$ cat src/rtl/pipe_pkg.sv
// Shared stage-metadata type and forward-select encoding for the hazard/forwarding slice.
package pipe_pkg;

  localparam int RADDR_MAX_W = 8;
  localparam int FWD_RF      = 0;

  typedef logic [RADDR_MAX_W-1:0] raddr_t;

  typedef struct packed {
    logic   valid;
    raddr_t rd;
    logic   regwrite;
    logic   load;
    raddr_t rs;
    raddr_t rt;
    logic   rs_used;
    logic   rt_used;
  } stage_meta_t;

  function automatic int ready_stage(input logic load, input int alu_rdy, input int load_rdy);
    return load ? load_rdy : alu_rdy;
  endfunction

endpackage

$ cat src/rtl/pipe_fwd_match.sv
// Nearest-producer priority encoder: lowest stage index >= FIRST whose result targets src.
module pipe_fwd_match
  import pipe_pkg::*;
#(
  parameter int DEPTH = 3,
  parameter int FIRST = 0
) (
  input  raddr_t                     src,
  input  logic                       src_used,
  input  logic [DEPTH-1:0]           stg_valid,
  input  logic [DEPTH-1:0]           stg_regwrite,
  input  raddr_t                     stg_rd [DEPTH],
  output logic                       hit,
  output logic [$clog2(DEPTH+1)-1:0] sel
);

  localparam int SEL_W = $clog2(DEPTH+1);

  logic [DEPTH-1:0] match;

  genvar gi;
  generate
    for (gi = 0; gi < DEPTH; gi++) begin : g_match
      assign match[gi] = stg_valid[gi] & stg_regwrite[gi] & (stg_rd[gi] == src) &
                         (src != '0) & src_used;
    end
  endgenerate

  // Scan from the oldest stage down so the youngest producer wins.
  always_comb begin
    hit = 1'b0;
    sel = '0;
    for (int k = DEPTH - 1; k >= 0; k--) begin
      if (match[k] && (k >= FIRST)) begin
        hit = 1'b1;
        sel = SEL_W'(k);
      end
    end
  end

endmodule

$ cat src/rtl/pipe_hazard_ctrl.sv
// Pipeline interlock and operand-forward control. Forwarding is compiled in only when
// PIPE_HAZARD_FWD_EN is defined; otherwise any in-flight producer interlocks until write-back.
module pipe_hazard_ctrl
  import pipe_pkg::*;
#(
  parameter int XLEN     = 32,
  parameter int RADDR_W  = 5,
  parameter int DEPTH    = 3,
  parameter int ALU_RDY  = 1,
  parameter int LOAD_RDY = 2
) (
  input  logic                       clk_i,
  input  logic                       rst_i,
  input  logic                       id_valid_i,
  input  logic [RADDR_W-1:0]         id_rs_i,
  input  logic [RADDR_W-1:0]         id_rt_i,
  input  logic [RADDR_W-1:0]         id_rd_i,
  input  logic                       id_rs_used_i,
  input  logic                       id_rt_used_i,
  input  logic                       id_regwrite_i,
  input  logic                       id_load_i,
  input  logic                       flush_i,
  input  logic                       freeze_i,
  input  logic [XLEN-1:0]            rf_a_i,
  input  logic [XLEN-1:0]            rf_b_i,
  input  logic [DEPTH*XLEN-1:0]      stg_data_i,
  output logic                       stall_o,
  output logic                       issue_o,
  output logic [$clog2(DEPTH+1)-1:0] fwd_a_o,
  output logic [$clog2(DEPTH+1)-1:0] fwd_b_o,
  output logic [XLEN-1:0]            op_a_o,
  output logic [XLEN-1:0]            op_b_o,
  output logic                       wb_valid_o,
  output logic [RADDR_W-1:0]         wb_rd_o,
  output logic [XLEN-1:0]            wb_data_o
);

  localparam int SEL_W = $clog2(DEPTH+1);

  stage_meta_t      stg_reg  [DEPTH];
  stage_meta_t      stg_next [DEPTH];
  stage_meta_t      id_meta;
  logic [DEPTH-1:0] stg_valid, stg_regwrite, stg_load;
  raddr_t           stg_rd [DEPTH];

  raddr_t           id_src [2];
  logic [1:0]       id_used, id_hit, id_hz;
  logic [SEL_W-1:0] id_sel  [2];
  logic [SEL_W-1:0] fwd_sel [2];
  logic [XLEN-1:0]  rf_op   [2];
  logic [XLEN-1:0]  op      [2];
  logic             hazard, stall_int, issue_int;

  genvar gi;
  generate
    for (gi = 0; gi < DEPTH; gi++) begin : g_flat
      assign stg_valid[gi]    = stg_reg[gi].valid;
      assign stg_regwrite[gi] = stg_reg[gi].regwrite;
      assign stg_load[gi]     = stg_reg[gi].load;
      assign stg_rd[gi]       = stg_reg[gi].rd;
    end
  endgenerate

  assign id_src[0]  = raddr_t'(id_rs_i);
  assign id_src[1]  = raddr_t'(id_rt_i);
  assign id_used    = {id_rt_used_i, id_rs_used_i};
  assign rf_op[0]   = rf_a_i;
  assign rf_op[1]   = rf_b_i;

  generate
    for (gi = 0; gi < 2; gi++) begin : g_opnd
      pipe_fwd_match #(.DEPTH(DEPTH), .FIRST(0)) u_id_match (
        .src          (id_src[gi]),
        .src_used     (id_used[gi]),
        .stg_valid    (stg_valid),
        .stg_regwrite (stg_regwrite),
        .stg_rd       (stg_rd),
        .hit          (id_hit[gi]),
        .sel          (id_sel[gi])
      );
`ifdef PIPE_HAZARD_FWD_EN
      logic             s0_hit;
      logic [SEL_W-1:0] s0_sel;
      logic             near_load;

      pipe_fwd_match #(.DEPTH(DEPTH), .FIRST(1)) u_s0_match (
        .src          ((gi == 0) ? stg_reg[0].rs : stg_reg[0].rt),
        .src_used     ((gi == 0) ? stg_reg[0].rs_used : stg_reg[0].rt_used),
        .stg_valid    (stg_valid),
        .stg_regwrite (stg_regwrite),
        .stg_rd       (stg_rd),
        .hit          (s0_hit),
        .sel          (s0_sel)
      );

      // The consumer reaches stage 0 next cycle, by which time the producer has moved to k+1.
      assign near_load   = |(stg_load & (DEPTH'(1) << id_sel[gi]));
      assign id_hz[gi]   = id_hit[gi] &&
                           ((int'(id_sel[gi]) + 1) < ready_stage(near_load, ALU_RDY, LOAD_RDY));
      assign fwd_sel[gi] = (rst_i || !s0_hit) ? SEL_W'(FWD_RF) : s0_sel;
      assign op[gi]      = (fwd_sel[gi] == SEL_W'(FWD_RF)) ? rf_op[gi]
                                                           : stg_data_i[int'(fwd_sel[gi])*XLEN +: XLEN];
`else
      assign id_hz[gi]   = id_hit[gi] && (int'(id_sel[gi]) <= DEPTH - 2);
      assign fwd_sel[gi] = SEL_W'(FWD_RF);
      assign op[gi]      = rf_op[gi];
`endif
    end
  endgenerate

  assign hazard  = |id_hz;
  assign fwd_a_o = fwd_sel[0];
  assign fwd_b_o = fwd_sel[1];
  assign op_a_o  = op[0];
  assign op_b_o  = op[1];

  always_comb begin
    stall_int = 1'b0;
    issue_int = 1'b0;
    if (!rst_i) begin
      stall_int = freeze_i | (id_valid_i & hazard & ~flush_i);
      issue_int = id_valid_i & ~flush_i & ~stall_int;
    end
  end

  assign stall_o = stall_int;
  assign issue_o = issue_int;

  always_comb begin
    id_meta          = '0;
    id_meta.valid    = 1'b1;
    id_meta.rd       = raddr_t'(id_rd_i);
    id_meta.regwrite = id_regwrite_i;
    id_meta.load     = id_load_i;
    id_meta.rs       = raddr_t'(id_rs_i);
    id_meta.rt       = raddr_t'(id_rt_i);
    id_meta.rs_used  = id_rs_used_i;
    id_meta.rt_used  = id_rt_used_i;
  end

  always_comb begin
    stg_next = stg_reg;
    if (!freeze_i) begin
      stg_next[0] = issue_int ? id_meta : '0;
      for (int k = 1; k < DEPTH; k++) begin
        stg_next[k] = stg_reg[k-1];
      end
    end
  end

  always_ff @(posedge clk_i) begin
    for (int k = 0; k < DEPTH; k++) begin
      if (rst_i) begin
        stg_reg[k] <= '0;
      end else begin
        stg_reg[k] <= stg_next[k];
      end
    end
  end

  assign wb_valid_o = ~rst_i & stg_reg[DEPTH-1].valid & stg_reg[DEPTH-1].regwrite &
                      (stg_reg[DEPTH-1].rd != '0);
  assign wb_rd_o    = stg_reg[DEPTH-1].rd[RADDR_W-1:0];
  assign wb_data_o  = stg_data_i[(DEPTH-1)*XLEN +: XLEN];

endmodule

$ cat config.mk
export PLATFORM = sky130hd
export DESIGN_NAME = pipe_hazard_ctrl
export DESIGN_NICKNAME = d
export VERILOG_FILES = /design/src/rtl/pipe_pkg.sv /design/src/rtl/pipe_fwd_match.sv /design/src/rtl/pipe_hazard_ctrl.sv
export SDC_FILE = /design/constraint.sdc
export NUM_CORES = 1
export LEC_CHECK = 0
export ABC_CLOCK_PERIOD_IN_PS = 2700
export CAP_MARGIN = 20
export CORE_AREA = 8 8 108 110
export DETAILED_ROUTE_END_ITERATION = 12
export DIE_AREA = 0 0 116 118
export GPL_TIMING_DRIVEN = 0
export MAX_ROUTING_LAYER = met4
export PLACE_DENSITY = 0.72
export REMOVE_ABC_BUFFERS = 1
export SYNTH_ARGS = -nofsm -noshare
export SYNTH_HDL_FRONTEND = slang
export SYNTH_SLANG_ARGS = --single-unit
$ cat constraint.sdc
create_clock -name clk_i -period 2.7 [get_ports clk_i]
set_input_delay 0.54 -clock clk_i [delete_from_list [all_inputs] [get_ports clk_i]]
set_output_delay 0.54 -clock clk_i [all_outputs]
set_load 0.03 [all_outputs]
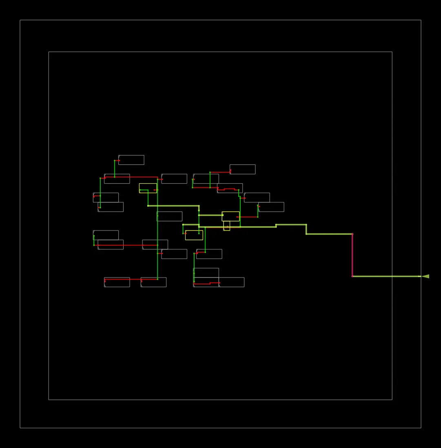
clocks.png
clock sink count: 21
final-layout clock buffer total: 3

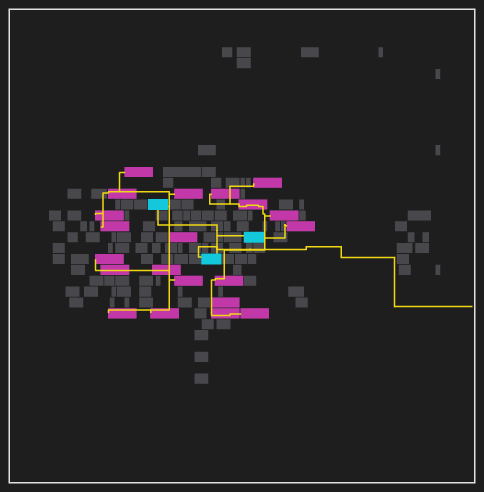
clk_routes.png
Drawn at 4 px/um.
- magenta: flip-flops (count 21)
- cyan: clock drivers (count 3)
- yellow: clock wires (length 319 um)
- routed clock nets: 4

==> results.yml <==
# flow metrics
run_status:
  status: "completed"
worst_hold_path:
  whs_path_depth: 2
finish:
  seq_cells: 21
  stdcell_count: 280
  fillers: 1153
route:
  wire_per_inst_um: 37.02
  drt-total-wl_um: 10370
  met3_length_um: 2628
  met1_length_um: 4332
critical_path:
  cp-end-kind: "output port"
  cp_max_fo: 3
  crit_end: "issue_o"
  path_depth: 6
  crit_start: "id_rt_i[3]"
clocking:
  cts_resized: 32
sta:
  slew_headroom_pct: 55.27
global_route:
  gr-total-overflow: 0
  grt_max_degree: 18
synth:
  yosysSeqAreaShare_pct: 22.94
power:
  internal_power_w: 0.0004680
Power and IR drop assume default switching activity.
